[config.mk]
export PLATFORM = sky130hd
export DESIGN_NAME = lane_incsum_pipe
export DESIGN_NICKNAME = d
export VERILOG_FILES = /design/src/rtl/lane_pkg.sv /design/src/rtl/lane_incsum_stage.sv /design/src/rtl/lane_incsum_pipe.sv
export SDC_FILE = /design/constraint.sdc
export NUM_CORES = 1
export LEC_CHECK = 0
export CAP_MARGIN = 20
export CORE_UTILIZATION = 35
export CTS_CLUSTER_DIAMETER = 60
export CTS_CLUSTER_SIZE = 8
export DETAILED_ROUTE_END_ITERATION = 6
export GPL_ROUTABILITY_DRIVEN = 0
export GPL_TIMING_DRIVEN = 1
export SLEW_MARGIN = 0
export SYNTH_ARGS = -nofsm -noshare
export SYNTH_HDL_FRONTEND = slang
export SYNTH_SLANG_ARGS = --single-unit
[constraint.sdc]
create_clock -name clk -period 1.9 [get_ports clk]
set_input_delay 0.38 -clock clk [delete_from_list [all_inputs] [get_ports clk]]
set_output_delay 0.38 -clock clk [all_outputs]
set_load 0.02 [all_outputs]
[src/rtl/lane_pkg.sv]
// Shared types and lane arithmetic for the lane increment-sum pipeline.
// Functions work on a wide word so one code path serves any WIDTH <= MAX_W.
package lane_pkg;

    localparam int DEF_WIDTH = 4;
    localparam int DEF_LANES = 16;
    localparam int MAX_W     = 30;

    typedef logic [DEF_WIDTH-1:0] lane_t;
    typedef logic [MAX_W+1:0]     word_t;

    typedef struct packed {
        logic  ovf;
        word_t res;
    } op_t;

    function automatic word_t lane_mask(input int unsigned w);
        return (word_t'(1) << w) - word_t'(1);
    endfunction

    function automatic word_t inc(input word_t x, input int unsigned w);
        return (x + word_t'(1)) & lane_mask(w);
    endfunction

    // Two spare bits above w hold the sum carry, so overflow is exact.
    function automatic op_t lane_op(
        input word_t       acc,
        input word_t       a,
        input word_t       b,
        input logic        mode,
        input logic        sat,
        input int unsigned w
    );
        op_t   r;
        word_t s;
        s     = inc(a, w) + inc(b, w) + (mode ? acc : '0);
        r.ovf = (s >> w) != '0;
        r.res = (sat && r.ovf) ? lane_mask(w) : (s & lane_mask(w));
        return r;
    endfunction

endpackage

[src/rtl/lane_incsum_stage.sv]
// One pipeline register slot: holds a beat until the next slot takes it.
// Loads whenever it is empty or its current beat leaves this cycle.
module lane_incsum_stage
    import lane_pkg::*;
#(
    parameter int PW = 8
) (
    input  logic          clk,
    input  logic          rst_n,
    input  logic          in_valid,
    input  logic          out_ready,
    input  logic [PW-1:0] in_data,
    output logic          out_valid,
    output logic [PW-1:0] out_data
);

    logic          v_q;
    logic          v_d;
    logic [PW-1:0] d_q;
    logic [PW-1:0] d_d;
    logic          open;

    assign open = !v_q || out_ready;

    always_comb begin
        v_d = open ? in_valid : v_q;
        d_d = (open && in_valid) ? in_data : d_q;
    end

    always_ff @(posedge clk or negedge rst_n) begin
        if (!rst_n) begin
            v_q <= 1'b0;
            d_q <= '0;
        end else begin
            v_q <= v_d;
            d_q <= d_d;
        end
    end

    assign out_valid = v_q;
    assign out_data  = d_q;

endmodule

[src/rtl/lane_incsum_pipe.sv]
// Multi-lane inc(a)+inc(b) with per-lane accumulators and saturation,
// behind a bubble-collapsing valid/ready pipeline of STAGES slots.
module lane_incsum_pipe
    import lane_pkg::*;
#(
    parameter int WIDTH  = DEF_WIDTH,
    parameter int LANES  = DEF_LANES,
    parameter int STAGES = 2,
    parameter int SAT    = 0
) (
    input  logic                   clk,
    input  logic                   rst_n,
    input  logic                   in_valid,
    output logic                   in_ready,
    input  logic                   mode,
    input  logic                   acc_clr,
    input  logic [LANES*WIDTH-1:0] in_a,
    input  logic [LANES*WIDTH-1:0] in_b,
    output logic                   out_valid,
    input  logic                   out_ready,
    output logic [LANES*WIDTH-1:0] out_data,
    output logic [LANES-1:0]       out_ovf
);

    localparam int DW = LANES * WIDTH;
    localparam int PW = DW + LANES;

    logic                        accept;
    logic [LANES-1:0][WIDTH-1:0] acc_q;
    logic [LANES-1:0][WIDTH-1:0] acc_d;
    logic [DW-1:0]               res;
    logic [LANES-1:0]            ovf;

    assign accept = in_valid && in_ready;

    // Clear wins first, so a beat accepted with acc_clr sees acc = 0.
    for (genvar i = 0; i < LANES; i++) begin : g_lane
        op_t              op;
        logic [WIDTH-1:0] acc_use;
        logic             unused_hi;

        assign acc_use = acc_clr ? '0 : acc_q[i];
        assign op      = lane_op(word_t'(acc_use),
                                 word_t'(in_a[i*WIDTH +: WIDTH]),
                                 word_t'(in_b[i*WIDTH +: WIDTH]),
                                 mode, SAT != 0, WIDTH);

        assign res[i*WIDTH +: WIDTH] = op.res[WIDTH-1:0];
        assign ovf[i]    = op.ovf;
        assign acc_d[i]  = (accept && mode) ? op.res[WIDTH-1:0] : acc_use;
        assign unused_hi = ^op.res[$bits(word_t)-1:WIDTH];
    end

    always_ff @(posedge clk or negedge rst_n) begin
        if (!rst_n) begin
            acc_q <= '0;
        end else begin
            acc_q <= acc_d;
        end
    end

    logic [STAGES-1:0] v;
    logic [STAGES-1:0] stg_rdy;
    logic              room;

    // A slot may release its beat if any later slot is empty or out drains.
    always_comb begin
        room    = out_ready;
        stg_rdy = '0;
        for (int k = STAGES - 1; k >= 0; k--) begin
            stg_rdy[k] = room;
            room       = room || !v[k];
        end
    end

    assign in_ready = room;

    logic [PW-1:0] pd [STAGES+1];

    assign pd[0] = {ovf, res};

    for (genvar k = 0; k < STAGES; k++) begin : g_stg
        logic vin;

        if (k == 0) begin : g_head
            assign vin = in_valid;
        end else begin : g_body
            assign vin = v[k-1];
        end

        lane_incsum_stage #(
            .PW(PW)
        ) u_stg (
            .clk      (clk),
            .rst_n    (rst_n),
            .in_valid (vin),
            .out_ready(stg_rdy[k]),
            .in_data  (pd[k]),
            .out_valid(v[k]),
            .out_data (pd[k+1])
        );
    end

    assign out_valid          = v[STAGES-1];
    assign {out_ovf, out_data} = pd[STAGES];

endmodule

ff_map.png
The bar under the picture is 50 microns long. Other cells in gray.
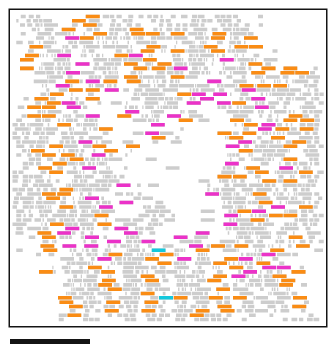
magenta -> `acc_q`  # flops 64
cyan -> `g_stg.u_stg.out_valid`  # flops 2
orange -> `g_stg.u_stg.out_data`  # flops 160, where all over the die

clock_wires.png
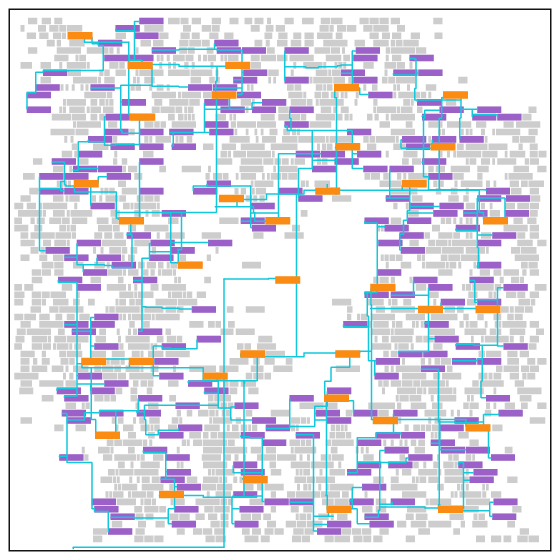
cyan -> clock wires  # length 3510 microns
purple -> flip-flops  # count 226
orange -> clock-net drivers  # count 34
flops lie = all over the die

==> flow_summary.ini <==
; generated from flow reports
[cells_and_area]
clockBufferCount = 39
dominant-cell-class = multi-input combinational cells
final_common_cell = dfrtp_1
nNonClkInverters = 127
register_area_sq_um = 5660
syn_to_final_growth_pct = 50.5
final-comb-area_sq_um = 8930
comb-cell-share_pct = 43.9
antenna_cells = 0
finalInstanceArea_sq_um = 20300
logic_gates = 868
utilization_pct = 53.7
layoutNonFillerInstCount = 2136
nNetsFinal = 1918
seq_share_pct = 27.8
clk_share_pct = 4.64
fillCellCount = 3291
lay_top_cells = 226 x dfrtp_1, 184 x nand2_1, 107 x buf_4

[drt]
routed_wl_microns = 35200
drc = 0
met3WireLength_microns = 1220
wl_met2_microns = 17700
ant_nets = 0
wire_per_inst_microns = 16.5
drt_iter0_drc = 247
drtPass1Iterations = 4
wl_met1_microns = 15500
topRoutingLayerUsed = met4
vias = 9940

[outcome]
status = finished, violations left
violations = negative setup slack

[die]
fp.dieW_microns = 199
pin_count = 216
chipHeight_microns = 199
tapCellCount = 511
dieArea_sq_um = 39400

[yosys]
synthAdderAreaFrac_pct = 19.3
mux_share_pct = 9.59
ys_sh_aoi_pct = 5.24
flop_cell = dfrtp_1
synth_nets = 1569
yosys.area_share.simple_pct = 13.1
synthTopCellsByArea = dfrtp_1 42%, fa_1 11%, ha_1 8.3%
yosys-stat-area_sq_um = 13500
largest_area_cell = dfrtp_1
synth.cell_area_sq_um = 13500
ys_async_sr_fraction_pct = 100
synth-seq-cells = 226
ys_types = 34
synthXorXnorAreaFrac_pct = 5.57
synthTopCellsByCount = 226 x dfrtp_1, 220 x nand2_1, 127 x inv_1
edf_count = 0
yosys.cell_count.top_type = dfrtp_1

[pwr]
peakVddDrop_uv = 517
top_power_group = combinational logic
p_leak_uw = 0.00953
seq_power_uw = 7210
p_sw_share_pct = 33.3
power_uw = 21200
pwr-share-clk_pct = 25.7
p_seq_share_pct = 34.0
power_density_nw_per_um2 = 1040
p_comb_share_pct = 40.3

[global_routing]
grt_pass1_vias = 11000
grtUsageTotal_pct = 18.6
grt_pass1_wl_microns = 57400
grt_overflow = 0
gr-usage-met3_pct = 2.76
top_usage_layer = met2
grt.met2_usage_pct = 32.4
grt_antenna_before_repair = 0
grt_start_max_net_pins = 64

[run]
drv_cap = 0
warnings = 29

[critical_path]
critPathBufInv = 5
cp.required_ns = 2.26
end_kind = flop
reg2reg_to = g_stg[0].u_stg.out_data[75]$_DFFE_PN0P_
cp-start-kind = input port
crit_slowest_cell = fa_1
crit_fanout = 5
critical_path_class = input port to flop
critical_path.endpoint = g_stg[0].u_stg.out_data[72]$_DFFE_PN0P_
arrival_ns = 2.50
critPathTopFamily = adder cells
path_cells = buf_8, nor2b_4, buf_8, buf_12, buf_16, buf_4, and2_1, fa_1, ha_4, nand2_1, nor4b_2, o31ai_1
critical_path_depth = 12
cp_slowest_stage_delay_ns = 0.48
reg2reg_from = acc_q[46]$_DFF_PN0_
r2r_setup_slack_ns = -0.19
rr_worst_depth = 9

[final_timing]
hold_viol_final = 0
relSlewSlack_pct = 63.5
drv_slew = 0
period_needed_ns = 2.14
rsz0062_at_grt = yes
setup_viol = 72
clock_skew_ns = 0.0241
setup-tns-final_ns = -6.26
fin_ws_ns = -0.240
timing.final.crit_share_pct = 113
whs_ns = 0.433
max_freq_ghz = 0.467

[clock_network]
cts_root_buffer = clkbuf_16
hold_buffers = 1
clock_latency_ns = 0.50
cts_resized = 418
numCtsBuffers = 34
clk_path_buf_depth = 3
cts_tree = yes

[place]
dpl_cell_area_sq_um = 17600
place_worst_setup_slack_ns = -1.20
dpl.hpwl_microns = 23700
io_buffers = 215

[worst_hold_path]
hp-class = input port to async pin
clock_nets.png
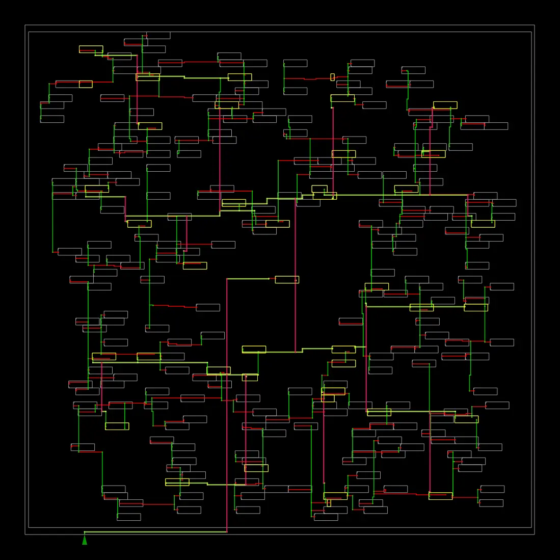
Clock group: 5460 uW
CTS sink cnt: 226
flip-flops: 226

class_map.png
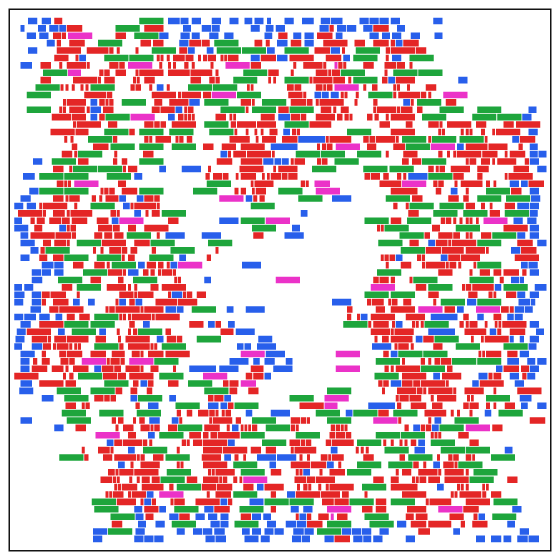
red -> remaining logic cells  # cells 995
blue -> remaining buffers and delay cells  # cells 363
green -> registers  # cells 226
magenta -> clock drivers and dummy loads  # cells 41

No activity file was given, so power comes from the tool's default toggle rates.
